==> config.mk <==
export PLATFORM = sky130hd
export DESIGN_NAME = branch_seq
export DESIGN_NICKNAME = d
export VERILOG_FILES = /design/src/rtl/branch_seq.sv
export SDC_FILE = /design/constraint.sdc
export NUM_CORES = 1
export LEC_CHECK = 0
export CAP_MARGIN = 15
export CORE_UTILIZATION = 21
export DETAILED_ROUTE_END_ITERATION = 10
export PLACE_DENSITY = 0.77
export SLEW_MARGIN = 0
export SYNTH_ARGS = -nofsm -noshare
export SYNTH_HDL_FRONTEND = slang
export SYNTH_SLANG_ARGS = --single-unit
==> constraint.sdc <==
create_clock -name clock -period 1.35 [get_ports clock]
set_input_delay 0.3375 -clock clock [delete_from_list [all_inputs] [get_ports clock]]
set_output_delay 0.3375 -clock clock [all_outputs]
set_load 0.005 [all_outputs]
==> src/rtl/branch_seq.sv <==
// Control sequencer for the conditional-branch instruction (CLR, COND, PCY, ADDS, WB, DONE).
// Optional per-outcome statistics counters when BRANCH_STATS_EN is defined.
module branch_seq #(
    parameter logic [4:0]  BR_OPCODE = 5'b10010,
    parameter int unsigned STAT_W    = 16
) (
    input  logic              clock,
    input  logic              reset,
    input  logic              start,
    input  logic [31:0]       IR,
    input  logic              CON_out,
    output logic              busy,
    output logic              done,
    output logic              taken,
    output logic              err,
    output logic              con_FF_Reset,
    output logic              Gra,
    output logic              Rout,
    output logic              CON_in,
    output logic              PCout,
    output logic              Yin,
    output logic              Cout,
    output logic              ADD,
    output logic              Zin,
    output logic              Zlowout,
    output logic              PCin
`ifdef BRANCH_STATS_EN
    ,
    output logic [STAT_W-1:0] taken_cnt,
    output logic [STAT_W-1:0] not_taken_cnt
`endif
);

    typedef enum logic [2:0] {
        IDLE,
        CLR,
        COND,
        PCY,
        ADDS,
        WB,
        DONE
    } state_t;

    state_t state_q, state_d;
    logic   taken_q, taken_d;
    logic   err_q, err_d;

    // Only the opcode field steers the sequence; the condition bits feed the datapath.
    logic   unused_ir;
    assign unused_ir = ^IR[26:0];

    always_comb begin
        state_d = state_q;
        taken_d = taken_q;
        err_d   = 1'b0;
        case (state_q)
            IDLE: begin
                if (start) begin
                    if (IR[31:27] == BR_OPCODE) state_d = CLR;
                    else                        err_d   = 1'b1;
                end
            end
            CLR:  state_d = COND;
            COND: state_d = PCY;
            PCY: begin
                taken_d = CON_out;
                state_d = CON_out ? ADDS : DONE;
            end
            ADDS: state_d = WB;
            WB:   state_d = DONE;
            DONE: state_d = IDLE;
            default: state_d = IDLE;
        endcase
    end

    always_ff @(posedge clock) begin
        if (reset) begin
            state_q <= IDLE;
            taken_q <= 1'b0;
            err_q   <= 1'b0;
        end else begin
            state_q <= state_d;
            taken_q <= taken_d;
            err_q   <= err_d;
        end
    end

    // Strobes come from the registered state; reset masks them so nothing overlaps con_FF_Reset.
    always_comb begin
        Gra     = 1'b0;
        Rout    = 1'b0;
        CON_in  = 1'b0;
        PCout   = 1'b0;
        Yin     = 1'b0;
        Cout    = 1'b0;
        ADD     = 1'b0;
        Zin     = 1'b0;
        Zlowout = 1'b0;
        PCin    = 1'b0;
        done    = 1'b0;
        if (!reset) begin
            case (state_q)
                COND: begin
                    Gra    = 1'b1;
                    Rout   = 1'b1;
                    CON_in = 1'b1;
                end
                PCY: begin
                    PCout = 1'b1;
                    Yin   = 1'b1;
                end
                ADDS: begin
                    Cout = 1'b1;
                    ADD  = 1'b1;
                    Zin  = 1'b1;
                end
                WB: begin
                    Zlowout = 1'b1;
                    PCin    = 1'b1;
                end
                DONE:    done = 1'b1;
                default: ;
            endcase
        end
    end

    assign busy         = (state_q != IDLE);
    assign taken        = taken_q;
    assign err          = err_q && !reset;
    assign con_FF_Reset = reset || (state_q == CLR);

`ifdef BRANCH_STATS_EN
    logic [STAT_W-1:0] taken_cnt_q, taken_cnt_d;
    logic [STAT_W-1:0] not_taken_cnt_q, not_taken_cnt_d;

    always_comb begin
        taken_cnt_d     = taken_cnt_q;
        not_taken_cnt_d = not_taken_cnt_q;
        if (state_q == PCY) begin
            if (CON_out) begin
                if (taken_cnt_q != '1) taken_cnt_d = taken_cnt_q + STAT_W'(1);
            end else begin
                if (not_taken_cnt_q != '1) not_taken_cnt_d = not_taken_cnt_q + STAT_W'(1);
            end
        end
    end

    always_ff @(posedge clock) begin
        if (reset) begin
            taken_cnt_q     <= '0;
            not_taken_cnt_q <= '0;
        end else begin
            taken_cnt_q     <= taken_cnt_d;
            not_taken_cnt_q <= not_taken_cnt_d;
        end
    end

    assign taken_cnt     = taken_cnt_q;
    assign not_taken_cnt = not_taken_cnt_q;
`endif

endmodule

==> run_results.csv <==
group,metric,value,unit
pwr,sequentialPowerShare,38.8,%
pwr,clock_power,0.000174,W
setup_path,cp.arrival,1.08,ns
synthesis,ys_warn_count,0,
run_status,violations,"setup timing",
pwr,power.share.switching,23.1,%
setup_path,start_kind,"flop",
pwr,clock_power_share,45.2,%
timing,fin_ws,-0.0719,ns
clock_tree,cts.sinks,5,
layout,design.seq.count,5,
detailed_routing,wire_per_inst,10.8,um
run_status,outcome,"finished with violations",
floorplanning,die_width,41.1,um
setup_path,critical_path_class,"reg2out",
hold_path,min-delay-start,"taken",
global_route,globalRouteOverflowTotal,0,
setup_path,critPathCaptureType,"output port",
place,dp_hpwl,608,um
setup_path,critPathMaxFanout,5,
setup_path,critPathBufInv,1,
synthesis,ys_seq_share,31.3,%
global_route,antenna_found_initial,0,
timing,skew,0.00559,ns
place,io_buffers,23,
clock_tree,cts_hold_buf,0,
timing,rsz0062_at_grt,"yes",
pwr,p_seq,0.000149,W
timing,period_used_share,105,%
setup_path,path_cells,"or3_1 > buf_2",
detailed_routing,dr.first_iter.drc_count,0,
pwr,p_comb_share,15.9,%
layout,comb_area_share,36.2,%
detailed_routing,viasPerCell,4.53,
pwr,power_density,591,nW/um^2
synthesis,syn_nets,76,
floorplanning,chipHeight,41.1,um
hold_path,hp-class,"reg2reg",
layout,syn_to_final_growth,103,%
layout,clock_area_share,4.04,%
layout,antennaDiodeCount,0,
synthesis,ys_types,15,
floorplanning,fp_util,23.4,%
detailed_routing,finalWirelength,928,um
pwr,maxPowerGroup,"clock",
setup_path,critical_path.slowest_cell,"dfxtp_4",
setup_path,r2r_setup_slack,0.22,ns
timing,final.min_clock_period,1.42,ns
layout,lay_top_count,"buf_2",
setup_path,timing.rr.end,"taken",
timing,finalSetupViolCount,11,
layout,drive_gt1_share,62.0,%
timing,hold_slack,0.509,ns
timing,hold_viol,0,
layout,layout.nonclk_buf_share,39.8,%
detailed_routing,vias,390,
layout,seq_area_share,17.1,%
synthesis,synthTopCellsByArea,"dfxtp_1 31%, buf_4 14%, nor4b_4 7.4%",
layout,comb_cells,27,
synthesis,top_cell_area_share,31.3,%
layout,num-nonclk-buffers,35,
setup_path,r2r_cells,5,
floorplanning,core_area,1370,um^2
place,place_congestion,0.661,
layout,final_cell_mix,"14 x buf_2, 8 x buf_4, 7 x clkdlybuf4s50_1, 4 x a21oi_1, 4 x buf_6",
clock_tree,cts_inserted_buffers,3,
synthesis,syn_area,320,um^2
layout,logic_area,235,um^2
floorplanning,die-area,1690,um^2
pwr,internal-power,0.000296,W
setup_path,crit_path_max_incr_delay,0.36,ns
synthesis,synth_flops,5,
pwr,p_sw,0.0000888,W
## through the flow
step | cells | power (W) | cell area [um^2] | utilization (%) | TNS [ns]
CTS | 85 | 0.000390 | 636 | 46.5 | -0.610
detailed placement | 77 | 0.000217 | 567 | 41.5 | -8.71
floorplan | 40 | 0.000175 | 320 | - | 0
finish | 86 | 0.000385 | 651 | 47.6 | -0.366
global route | 86 | 0.000417 | 651 | 47.6 | -1.32
global placement | 77 | 0.000216 | 567 | 41.5 | -8.27
## state kept, by name, summed over array words and instances, names as in the netlist
name and count:
state_q 3, err_q 1, taken 1
## kinds of logic after synthesis
logic type	after synthesis	synth area share, %
simple gates	20	36.7
buf+inv	8	17.2
compound gates	5	8.59
flops	5	31.3
mux	2	6.25
## repair_timing
| item | 4_1_cts | 5_1_grt |
|---|---|---|
| pin swaps | 7 | 3 |
| hold endpoints to repair | 0 | 0 |
| gates resized | 78 | 4 |
| endpoints found under the setup margin | 15 | 14 |
| buffers inserted | 4 | 1 |
## routing by layer
layer  wire (um)  track usage [%]  vias up
met5           0                0        -
met4           0             7.50        0
met3         100             5.43        0
met2         488             24.2       18
met1         340             12.8      181
li1            -                -      191
## cells in the mapped netlist, drive strengths merged
master / instances
mux2i: 2
dfxtp: 5
nor3: 3
a21o: 1
buf: 8
nand2: 2
or3: 1
nand3b: 1
nor2b: 1
nand2b: 3
nor2: 6
nor4b: 1
nand3: 2
a21oi: 4
## worst max path at each step
stage,start,endpoint,slack [ns],depth (start not counted)
after floorplan,reset,Cout,0.05,3
after global placement,reset,Gra,-0.66,3
after detailed placement,reset,Rout,-0.71,3
after CTS,state_q[2],Rout,-0.08,3
after global routing,state_q[2],Zlowout,-0.13,5
final,state_q[2],busy,-0.07,2
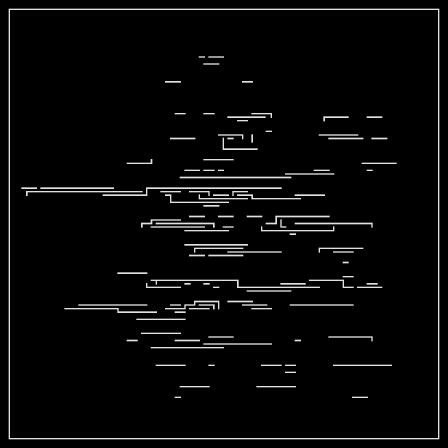
**Above:** met1 routing.
share of all routed wire: 37%
longest straight run: 12.9 um
main direction: horizontal
nets with wire on the layer: 61

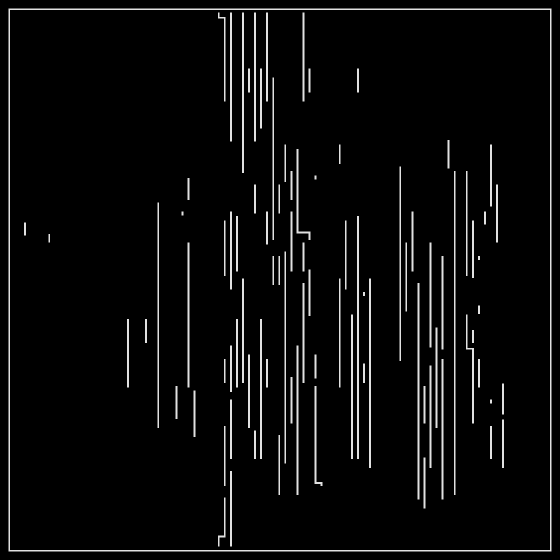
**Above:** signal wires on met2.
wire length on this layer: 489 um
longest straight run: 24.5 um

No activity file was given, so power comes from the tool's default toggle rates.
